$ cat config.mk
export PLATFORM = sky130hd
export DESIGN_NAME = button_event_gen
export DESIGN_NICKNAME = d
export VERILOG_FILES = /design/src/rtl/button_event_gen.sv
export SDC_FILE = /design/constraint.sdc
export NUM_CORES = 1
export LEC_CHECK = 0
export CAP_MARGIN = 20
export CORE_ASPECT_RATIO = 1.25
export CORE_MARGIN = 2
export CORE_UTILIZATION = 45
export CTS_BUF_LIST = sky130_fd_sc_hd__clkbuf_2 sky130_fd_sc_hd__clkbuf_4 sky130_fd_sc_hd__clkbuf_8
export CTS_CLUSTER_DIAMETER = 120
export CTS_CLUSTER_SIZE = 30
export DETAILED_ROUTE_END_ITERATION = 8
export SLEW_MARGIN = 20
export SYNTH_ARGS = -nofsm -noshare
export SYNTH_HDL_FRONTEND = slang
export SYNTH_SLANG_ARGS = --single-unit
$ cat constraint.sdc
create_clock -name clk -period 2.7 [get_ports clk]
set_input_delay 0.81 -clock clk [delete_from_list [all_inputs] [get_ports clk]]
set_output_delay 0.81 -clock clk [all_outputs]
set_load 0.1 [all_outputs]
$ cat src/rtl/button_event_gen.sv
// button_event_gen: turns one debounced button level into one-cycle press,
// release, long-hold and auto-repeat events plus pressed/held levels.
//
// state   | meaning
// --------+-------------------------------------------------------------
// ARM     | after reset; wait for the key to be seen released first
// IDLE    | key released, waiting for a press
// PRESSED | key down, hold timer running
// HELD    | key down past the hold time, repeat timer running
module button_event_gen #(
  parameter bit          ACTIVE_LOW  = 1'b1,
  parameter int unsigned HOLD_TIME   = 25_000_000,
  parameter int unsigned REPEAT_TIME = 5_000_000,
  parameter bit          REPEAT_EN   = 1'b1,
  parameter int unsigned CNT_W       = 25
) (
  input  logic clk,
  input  logic rst,
  input  logic btn_stable,
  output logic press_pulse,
  output logic release_pulse,
  output logic hold_pulse,
  output logic repeat_pulse,
  output logic pressed,
  output logic held
);

  typedef enum logic [1:0] {
    ARM     = 2'd0,
    IDLE    = 2'd1,
    PRESSED = 2'd2,
    HELD    = 2'd3
  } state_t;

  // Timers count down from period-1 and fire on terminal count zero.
  localparam logic [CNT_W-1:0] HOLD_LD   = CNT_W'(HOLD_TIME - 1);
  localparam logic [CNT_W-1:0] REPEAT_LD = CNT_W'(REPEAT_TIME - 1);

  state_t           state_q, state_d;
  logic [CNT_W-1:0] cnt_q, cnt_d;
  logic             btn_q, btn_d;
  logic             btn_vld_q, btn_vld_d;
  logic             press_q, press_d;
  logic             release_q, release_d;
  logic             hold_q, hold_d;
  logic             repeat_q, repeat_d;
  logic             pressed_q, pressed_d;
  logic             held_q, held_d;

  // State, timer, input sample and registered outputs.
  always_ff @(posedge clk or negedge rst) begin
    if (!rst) begin
      state_q   <= ARM;
      cnt_q     <= '0;
      btn_q     <= 1'b0;
      btn_vld_q <= 1'b0;
      press_q   <= 1'b0;
      release_q <= 1'b0;
      hold_q    <= 1'b0;
      repeat_q  <= 1'b0;
      pressed_q <= 1'b0;
      held_q    <= 1'b0;
    end else begin
      state_q   <= state_d;
      cnt_q     <= cnt_d;
      btn_q     <= btn_d;
      btn_vld_q <= btn_vld_d;
      press_q   <= press_d;
      release_q <= release_d;
      hold_q    <= hold_d;
      repeat_q  <= repeat_d;
      pressed_q <= pressed_d;
      held_q    <= held_d;
    end
  end

  // Next-state, timer and event decode; release takes priority over timers.
  always_comb begin
    state_d   = state_q;
    cnt_d     = cnt_q;
    btn_d     = ACTIVE_LOW ? ~btn_stable : btn_stable;
    // btn_q holds its reset value on the first edge after reset, so ARM
    // must not trust it until it has been loaded from the real input once.
    btn_vld_d = 1'b1;
    press_d   = 1'b0;
    release_d = 1'b0;
    hold_d    = 1'b0;
    repeat_d  = 1'b0;

    case (state_q)
      ARM: begin
        if (btn_vld_q && !btn_q) begin
          state_d = IDLE;
        end
      end
      IDLE: begin
        if (btn_q) begin
          state_d = PRESSED;
          press_d = 1'b1;
          cnt_d   = HOLD_LD;
        end
      end
      PRESSED: begin
        if (!btn_q) begin
          state_d   = IDLE;
          release_d = 1'b1;
          cnt_d     = '0;
        end else if (cnt_q == '0) begin
          state_d = HELD;
          hold_d  = 1'b1;
          cnt_d   = REPEAT_LD;
        end else begin
          cnt_d = cnt_q - 1'b1;
        end
      end
      HELD: begin
        if (!btn_q) begin
          state_d   = IDLE;
          release_d = 1'b1;
          cnt_d     = '0;
        end else if (cnt_q == '0) begin
          repeat_d = REPEAT_EN;
          cnt_d    = REPEAT_LD;
        end else begin
          cnt_d = cnt_q - 1'b1;
        end
      end
      default: begin
        state_d = ARM;
        cnt_d   = '0;
      end
    endcase

    pressed_d = (state_d == PRESSED) || (state_d == HELD);
    held_d    = (state_d == HELD);
  end

  assign press_pulse   = press_q;
  assign release_pulse = release_q;
  assign hold_pulse    = hold_q;
  assign repeat_pulse  = repeat_q;
  assign pressed       = pressed_q;
  assign held          = held_q;

endmodule

Run 1, clock wiring as the flow saved it:
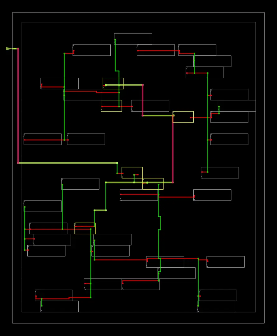
Worst-Skew Late Latency: 280 ps
clock buffers: 6

Run 1, met3 routing:
Drawn at 4 px/um. Cells faint in the background.
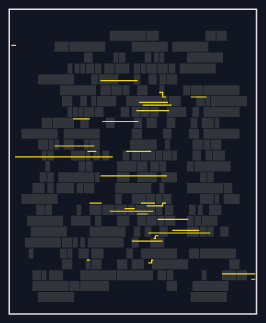
longest straight run: 24.1 um
wire length on this layer: 183 um
main direction: horizontal
share of all routed wire: 3.8%

Run 1, wiring heat map:
Drawn at 4 px/um. The die is cut into 12 by 15 equal tiles; dark purple is low, yellow is high, scaled to the fullest tile. Values are wire area over tile area, all layers added.
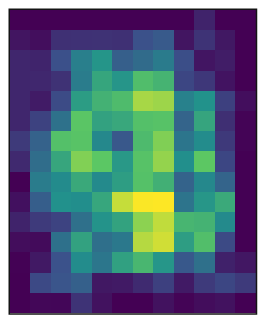
densest ninth of the die: centre
nearly empty tiles: 17%
mean over tiles: 0.16
emptiest ninth of the die: north-east
Overall Global Routing Usage: 0.2405
Wirelength per Cell: 17.68 um
Via Count: 1679
Total Wirelength: 4.845 mm

==> results.yml, run 1 <==
# implementation run metrics
cts:
  cts_root_buf: "clkbuf_8"
  cts_buffers: 5
  holdBufCountCts: 0
  h-tree-depth: 2
  cts_sinks: 34
  cts_tree: "built"
  clockBufferDepth: 2
  cts.clk_slew.worst_paths_ps: 70
synth:
  yosysWarningCount: 0
  ys_cells: 201
  edf_count: 0
  syn_avg_cell_area_um2: 9.238
  synthCells: 201
  ys_chip_area_um2: 1857
  synthArstFlopShare: 1.000
  syn_area_um2: 1857
  ys.flops: 34
  ff_type: "dfrtp_1"
  syn_nets: 205
  postSynthSeqShare: 0.4582
sta:
  rsz0062_at_grt: "no"
  period_used_share: 0.9117
  hold_viol: 0
  clock_skew_ps: 8.708
  fin_tns_setup_ps: 0
  drv_slew: 0
  fmax_mhz: 406.2
  setup_viol: 0
  finalCriticalPeriod_ps: 2462
  max_slew_margin: 0.6145
setup_path:
  cp-endpoint: "cnt_q[13]"
  end_kind: "flop"
  crit_start: "cnt_q[0]"
  arrival_ps: 2640
  r2r_start: "cnt_q[0]"
  rrSetupSlack_ps: 240
  required_ps: 2870
  regToRegEndpoint: "cnt_q[13]"
  crit_type: "flop to flop"
  rr_worst_depth: 6
  cp-start-kind: "flop"
floorplanning:
  std_cell_rows: 26
  nWellTaps: 56
  io_pins: 9
  dieWidth_um: 61.46
  die-height_um: 75.82
  core_area_um2: 4034
global_routing:
  grt_pass1_vias: 1687
  grt_start_max_net_pins: 35
  grt_pass1_wl_mm: 8.286
  overflow: 0
  antenna_found_initial: 0
finish:
  nMultiInputCombCells: 152
  n_all_inverters: 8
  logic_area_um2: 954.7
  flops: 34
  largest_class: "combinational gates"
  signal_buffers: 18
  seq_share: 0.3974
  synthToLayoutAreaGrowth_pct: 15.30
  layout-drive-gt1-share: 0.1468
  diodes: 0
  register_area_um2: 850.8
  fillCellCount: 384
  layout.nonclk_buf_frac: 0.07130
  stdcell_count: 274
  nets: 223
flow_run:
  max_cap_viol_count: 0
  tool_warnings: 26
power:
  p_int_mw: 1.005
  p_leak_nw: 0.8758
  p_per_area_nw_per_um2: 744.6
  sw_frac_of_total: 0.3697
  clockPowerShare: 0.230
  p_seq_frac: 0.472
  netSwitchingPower_mw: 0.5893
placed_design:
  dpl.hpwl_mm: 3.532
  routabilityCongestion: 0.9132
  portBuffers: 8
  dp.cells: 268
routing:
  drc: 0
  antenna_left: 0
  drt_iter0_markers: 119
  firstDrtPassIters: 4
outcome:
  outcome: "complete, no violations"
min_path:
  min_path_type: "flop to flop"
  whs_endpoint: "cnt_q[15]"
  min_path_cells: 1
[run 1: layer usage]
metal / vias to the layer above / global-route usage / share of wire
li1: 802 / - / -
met1: 818 / 0.3216 / 0.45
met2: 51 / 0.3924 / 0.50
met3: 8 / 0.03565 / 0.038
met4: 0 / 0.08983 / 0.018
met5: - / 0 / 0
[run 1: cells in the final DEF, fill, tap and decap left out, drive strengths merged, types with 2 or more instances in the layout]
master and instances:
a21oi 9, a21o 5, a221o 2, or4 5, buf 16, nor3b 2, or2 2, clkbuf 6
inv 7, nor2 14, dfrtp 34, o31ai 4, nor4 7, nand3 5, nor4b 3, nand2 12
nand4 3, or3 7, nor3 12, a31oi 5, clkdlybuf4s50 2, a211o 2, a22o 3, o21bai 2
nor2b 2, a22oi 3, o21ai 24
[run 1: state kept, by name (all words and copies together) (netlist names)]
register	count
hold_pulse	1
state_q	1
repeat_pulse	1
pressed	1
btn_q	1
press_pulse	1
held	1
btn_vld_q	1
cnt_q	25
release_pulse	1
[run 1: Yosys cell counts, types with 3 or more instances]
library cell	number	area, um2
dfrtp_1	34	850.8
o21ai_0	21	105.1
nor2_1	14	52.55
nand2_1	12	45.04
nor3_1	12	60.06
a21oi_1	9	45.04
clkbuf_1	7	26.28
inv_1	7	26.28
nor4_1	7	43.79
or3_1	7	43.79
a21o_1	5	37.54
a31oi_1	5	31.28
nand3_1	5	25.02
o31ai_1	4	30.03
a22o_1	3	26.28
a22oi_1	3	22.52
nand4_1	3	18.77
or4_1	3	22.52
[run 1: per-stage QoR]
stage | util | total power, mW | setup slack, ps | area [um2] | hold WS, ps
finish | 0.5307 | 1.594 | 238.4 | 2141 | 520.2
global route | 0.5307 | 1.696 | 96.65 | 2141 | 537.7
CTS | 0.5295 | 1.601 | 102.4 | 2136 | 515.5
detailed placement | 0.5090 | 1.230 | 125.9 | 2053 | 499.6
global placement | 0.5090 | 1.214 | 102.1 | 2053 | 472.2
floorplan | - | 1.062 | 486.9 | 1857 | 441.0
[run 1: kinds of logic (layout without fill, tap and decap cells)]
logic type / count (synthesis) / after routing / share of synthesized area
other: 1 / 1 / 0.002020
XOR/XNOR: 1 / 1 / 0.004718
buffers and inverters: 15 / 32 / 0.03033
flip-flops: 34 / 34 / 0.4582
AND-OR/OR-AND: 71 / 71 / 0.2621
adder cells (fa/ha/maj): 1 / 1 / 0.006737
AND/OR/NAND/NOR: 78 / 78 / 0.2358
[run 1: power by group through the flow]
stage | clock network (mW) | logic (mW) | registers [mW]
2_1_floorplan | 0 | 0.309 | 0.753
3_3_place_gp | 0 | 0.463 | 0.752
3_5_place_dp | 0 | 0.471 | 0.759
4_1_cts | 0.377 | 0.475 | 0.749
5_1_grt | 0.396 | 0.528 | 0.772
6_report | 0.367 | 0.475 | 0.752
[run 1: critical path: stages, from the launching register on]
cell,delay [ps]
dfrtp_1,390
inv_1,90
ha_1,230
or4b_2,730
o31ai_1,450
o21ai_0,170
a211o_1,310
[run 1: what timing repair did]
item	4_1_cts	5_1_grt
endpoints found under the setup margin	0	3
resized	0	1
buffers inserted	0	0
==> run 2, diff against run 1 <==
- CTS_CLUSTER_DIAMETER: 120 -> 200
==> run 2 against run 1 <==
Against the previous run: via count unchanged; setup slack unchanged; largest cell class unchanged; clock power about the same.
==> results.yml, run 2 <==
# implementation run metrics
routing:
  drt-total-wl_mm: 4.845
  drc: 0
  antenna_left: 0
  vias: 1679
  drt_iter0_markers: 119
  firstDrtPassIters: 4
setup_path:
  end_kind: "flop"
  crit_type: "flop to flop"
  r2r_start: "cnt_q[0]"
  required_ps: 2870
  arrival_ps: 2640
  cp-start-kind: "flop"
  crit_start: "cnt_q[0]"
  rr_worst_depth: 6
cts:
  holdBufCountCts: 0
  cts_tree: "built"
  clk_latency_ps: 280
  cts.clk_slew.worst_paths_ps: 70
  clockBufferDepth: 2
  h-tree-depth: 2
  cts_root_buf: "clkbuf_8"
  cts_resized: 0
sta:
  drv_slew: 0
  setup_viol: 0
  setup_ws_ps: 238.4
  fin_tns_setup_ps: 0
  period_used_share: 0.9117
  clock_skew_ps: 8.708
  hold_slack_ps: 520.2
  rsz0062_at_grt: "no"
  fmax_mhz: 406.2
  finalCriticalPeriod_ps: 2462
  max_slew_margin: 0.6145
  hold_viol: 0
finish:
  final_core_util: 0.5307
  final_cell_mix: "34 x dfrtp_1, 21 x o21ai_0, 15 x buf_4"
  layout-drive-gt1-share: 0.1468
  register_area_um2: 850.8
  logic_area_um2: 954.7
  diodes: 0
  final_common_cell: "dfrtp_1"
  nets: 223
  largest_register_ffs: 25
min_path:
  min_path_cells: 1
  min_path_type: "flop to flop"
synth:
  synthCells: 201
  edf_count: 0
  syn_nets: 205
  ys_cells: 201
  ys_chip_area_um2: 1857
  ff_type: "dfrtp_1"
  yosys.area.top_type: "dfrtp_1"
  top_cells_by_count: "34 x dfrtp_1, 21 x o21ai_0, 14 x nor2_1"
  ys.flops: 34
  yosysWarningCount: 0
  postSynthSeqShare: 0.4582
  netlist.area_leader.share: 0.4582
  synthArstFlopShare: 1.000
  syn_area_um2: 1857
  topCellsByArea: "dfrtp_1 46%, o21ai_0 5.7%, nor3_1 3.2%"
global_routing:
  grt_pass1_wl_mm: 8.286
  antenna_found_initial: 0
  overflow: 0
  grt_usage: 0.2405
  grt_pass1_vias: 1687
  grt_start_max_net_pins: 35
placed_design:
  dpl_worst_slack_ps: 125.9
  routabilityCongestion: 0.9132
flow_run:
  tool_warnings: 26
power:
  p_per_area_nw_per_um2: 744.6
floorplanning:
  dieWidth_um: 61.46
  io_pins: 9
  die-height_um: 75.82
  core_area_um2: 4034
  std_cell_rows: 26
outcome:
  outcome: "complete, no violations"
-- run 2: cell counts in the layout (fill, tap and decap cells not counted) --
No cell type changed its count.
-- run 2: stage by stage --
step                area [um2]  power [mW]
detailed placement        2053       1.230
finish                    2141       1.594
floorplan                 1857       1.062
CTS                       2136       1.601
global placement          2053       1.214
global route              2141       1.696
-- run 2: final cells by class --
cell class | count | share of cell area
repair buffers | 18 | 0.07130
clock buffers | 6 | 0.03857
inverters | 8 | 0.01403
flip-flops and latches | 34 | 0.3974
well taps | 56 | 0.03273
multi-input cells | 152 | 0.4459
-- run 2: worst max-delay path: stages (launching register included) --
cell and delay (ps):
dfrtp_1 390, inv_1 90, ha_1 230, or4b_2 730
o31ai_1 450, o21ai_0 170, a211o_1 310
-- run 2: logic make-up after synthesis --
logic type,synth area share
flip-flops,0.4582
buffers and inverters,0.03033
AND-OR/OR-AND,0.2621
adder cells (fa/ha/maj),0.006737
XOR/XNOR,0.004718
AND/OR/NAND/NOR,0.2358
other,0.002020
-- run 2: per-layer routing --
metal | global-route usage | part of all wire | up-vias
li1 | - | - | 802
met1 | 0.3216 | 0.45 | 818
met3 | 0.03565 | 0.038 | 8
met2 | 0.3924 | 0.50 | 51
met5 | 0 | 0 | -
met4 | 0.08983 | 0.018 | 0
-- run 2: worst paths after layout --
| kind | end | slack (ps) |
|---|---|---|
| max | cnt_q[13] | 240 |
| min | cnt_q[15] | 520 |
| max reg2reg | cnt_q[13] | 240 |
| min reg2reg | cnt_q[15] | 520 |
| max in group asynchronous | cnt_q[9] | 1450 |
| min in group asynchronous | press_pulse | 930 |
-- run 2: report_power, final --
group	leakage, nW	switching (mW)	internal, mW
Sequential	0.421	0.139	0.613
Clock	0.0431	0.171	0.196
Combinational	0.412	0.280	0.195
Total	0.876	0.589	1.00
Run 2, cell classes on the final placement:
Drawn at 6 px/um.
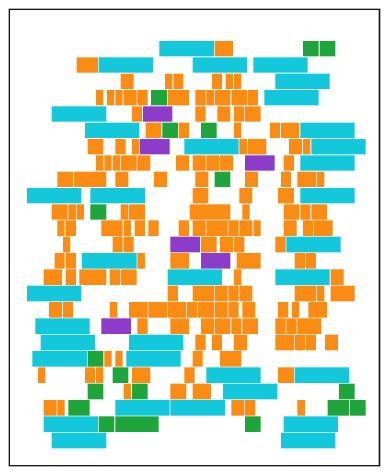
legend:
  cyan:
    class: registers
    cells: 34
  green:
    class: remaining buffers and delay cells
    cells: 18
  purple:
    class: clock drivers and dummy loads
    cells: 6
  orange:
    class: remaining logic cells
    cells: 160

Run 2, wiring heat map:
Drawn at 4 px/um. The die is cut into 12 by 15 equal tiles; dark purple is low, yellow is high, scaled to the fullest tile. Values are wire area over tile area, all layers added.
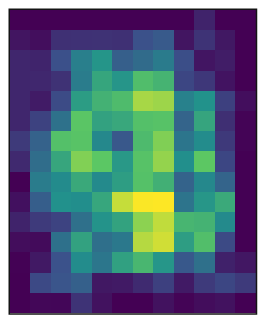
mean over tiles: 0.16
fullest tile: 0.51
tiles over half the peak: 29%
emptiest ninth of the die: north-east
densest ninth of the die: centre

==> run 3, diff against run 2 <==
- ABC_CLOCK_PERIOD_IN_PS: not set -> 2700
==> run 3 against run 2 <==
Against the previous run: design area is the same; cell count is the same; maximum frequency is the same; combinational power is essentially flat; clock power is essentially flat; first-iteration DRC count is the same; sequential power is essentially flat; utilization is the same; sequential cell count is the same; critical path depth is the same; hold slack is the same; critical endpoint unchanged; setup slack is the same.
==> results.yml, run 3 <==
# implementation run metrics
finish:
  largest_register_ffs: 25
  final_cell_mix: "34 x dfrtp_1, 21 x o21ai_0, 15 x buf_4"
  postLayoutCellArea_um2: 2141
  layout-drive-gt1-share: 0.1468
  final_common_cell: "dfrtp_1"
  nets: 223
  diodes: 0
synth:
  top_cells_by_count: "34 x dfrtp_1, 21 x o21ai_0, 14 x nor2_1"
  yosysWarningCount: 0
  ys_chip_area_um2: 1857
  edf_count: 0
  topCellsByArea: "dfrtp_1 46%, o21ai_0 5.7%, nor3_1 3.2%"
  postSynthSeqShare: 0.4582
  syn_area_um2: 1857
  synthArstFlopShare: 1.000
  yosys.area.top_type: "dfrtp_1"
  netlist.area_leader.share: 0.4582
  syn_nets: 205
  synthCells: 201
  ys_cells: 201
setup_path:
  rr_worst_depth: 6
  regToRegEndpoint: "cnt_q[13]"
  arrival_ps: 2640
  crit_type: "flop to flop"
  cp-endpoint: "cnt_q[13]"
  r2r_start: "cnt_q[0]"
  rrSetupSlack_ps: 240
  end_kind: "flop"
  required_ps: 2870
  crit_start: "cnt_q[0]"
power:
  p_per_area_nw_per_um2: 744.6
placed_design:
  dpl_worst_slack_ps: 125.9
  placed_cell_area_um2: 2053
  routabilityCongestion: 0.9132
floorplanning:
  io_pins: 9
  die-height_um: 75.82
  dieWidth_um: 61.46
  std_cell_rows: 26
sta:
  finalCriticalPeriod_ps: 2462
  setup_ws_ps: 238.4
  fin_tns_setup_ps: 0
  hold_viol: 0
  drv_slew: 0
  fmax_mhz: 406.2
  setup_viol: 0
  rsz0062_at_grt: "no"
  clock_skew_ps: 8.708
global_routing:
  grt_usage: 0.2405
  grt_pass1_vias: 1687
  grt_start_max_net_pins: 35
  antenna_found_initial: 0
  busiest_layer: "met2"
cts:
  cts_tree: "built"
  clk_latency_ps: 280
  clockBufferDepth: 2
  h-tree-depth: 2
  cts.clk_slew.worst_paths_ps: 70
  cts_resized: 0
  holdBufCountCts: 0
  cts_buffers: 5
routing:
  firstDrtPassIters: 4
  antenna_left: 0
  drt-total-wl_mm: 4.845
  drt_iter0_markers: 119
  drc: 0
outcome:
  outcome: "complete, no violations"
min_path:
  min_path_type: "flop to flop"
run 3: power by group:
group	internal, mW	switching [mW]	leakage, nW
clock	0.196	0.171	0.0431
combinational	0.195	0.280	0.412
sequential	0.613	0.139	0.421
total	1.00	0.589	0.876
run 3: layer usage:
layer  vias up  wire (um)  share of wire
met4         0         87          0.018
met2        51       2404           0.50
met3         8        183          0.038
met5         -          0              0
li1        802          -              -
met1       818       2171           0.45
run 3: kinds of logic after synthesis:
family | share of synthesized area
buf+inv | 0.03033
fa+ha+maj | 0.006737
flops | 0.4582
simple gates | 0.2358
compound gates | 0.2621
other cells | 0.002020
xor+xnor | 0.004718
run 3: area by class of cell:
cell class	instances	area, um2	share of cell area
multi-input combinational	152	954.7	0.4459
clock buffer	6	82.58	0.03857
inverter	8	30.03	0.01403
sequential	34	850.8	0.3974
tap	56	70.07	0.03273
timing repair buffer	18	152.6	0.07130
run 3: critical path, cell delays in order, from the launching register on:
cell	delay [ps]
dfrtp_1	390
inv_1	90
ha_1	230
or4b_2	730
o31ai_1	450
o21ai_0	170
a211o_1	310
run 3: worst min-delay path by stage:
| stage | start | to | slack, ps | cells past startpoint |
|---|---|---|---|---|
| 2_1_floorplan | cnt_q[24] | cnt_q[24] | 440 | 1 |
| 3_3_place_gp | cnt_q[24] | cnt_q[24] | 470 | 1 |
| 3_5_place_dp | cnt_q[15] | cnt_q[15] | 500 | 1 |
| 4_1_cts | cnt_q[15] | cnt_q[15] | 520 | 1 |
| 6_report | cnt_q[15] | cnt_q[15] | 520 | 1 |
| 5_1_grt | cnt_q[15] | cnt_q[15] | 540 | 1 |
run 3: through the flow:
step,util,hold WS (ps)
2_1_floorplan,-,441.0
3_3_place_gp,0.5090,472.2
3_5_place_dp,0.5090,499.6
4_1_cts,0.5295,515.5
5_1_grt,0.5307,537.7
6_report,0.5307,520.2
Run 3, met3 routing:
Drawn at 4 px/um. Cells faint in the background.
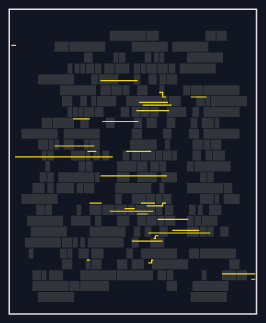
wire length on this layer: 183 um
nets with wire on the layer: 22
longest straight run: 24.1 um
share of all routed wire: 3.8%
GR Util met3: 0.03565

Run 3, cell classes on the final placement:
Drawn at 6 px/um.
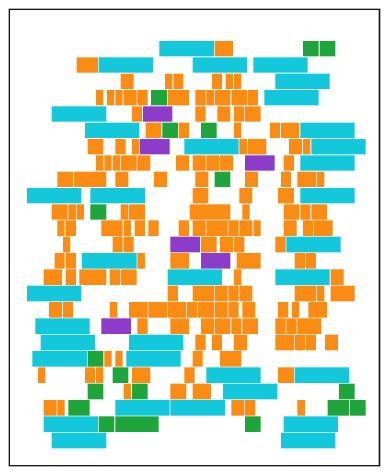
legend:
  green:
    class: remaining buffers and delay cells
    cells: 18
  orange:
    class: remaining logic cells
    cells: 160
  cyan:
    class: registers
    cells: 34
  purple:
    class: clock drivers and dummy loads
    cells: 6
core region area: 4034 um2
Seq area share: 0.3974

Power is estimated from default activity; no workload was simulated.
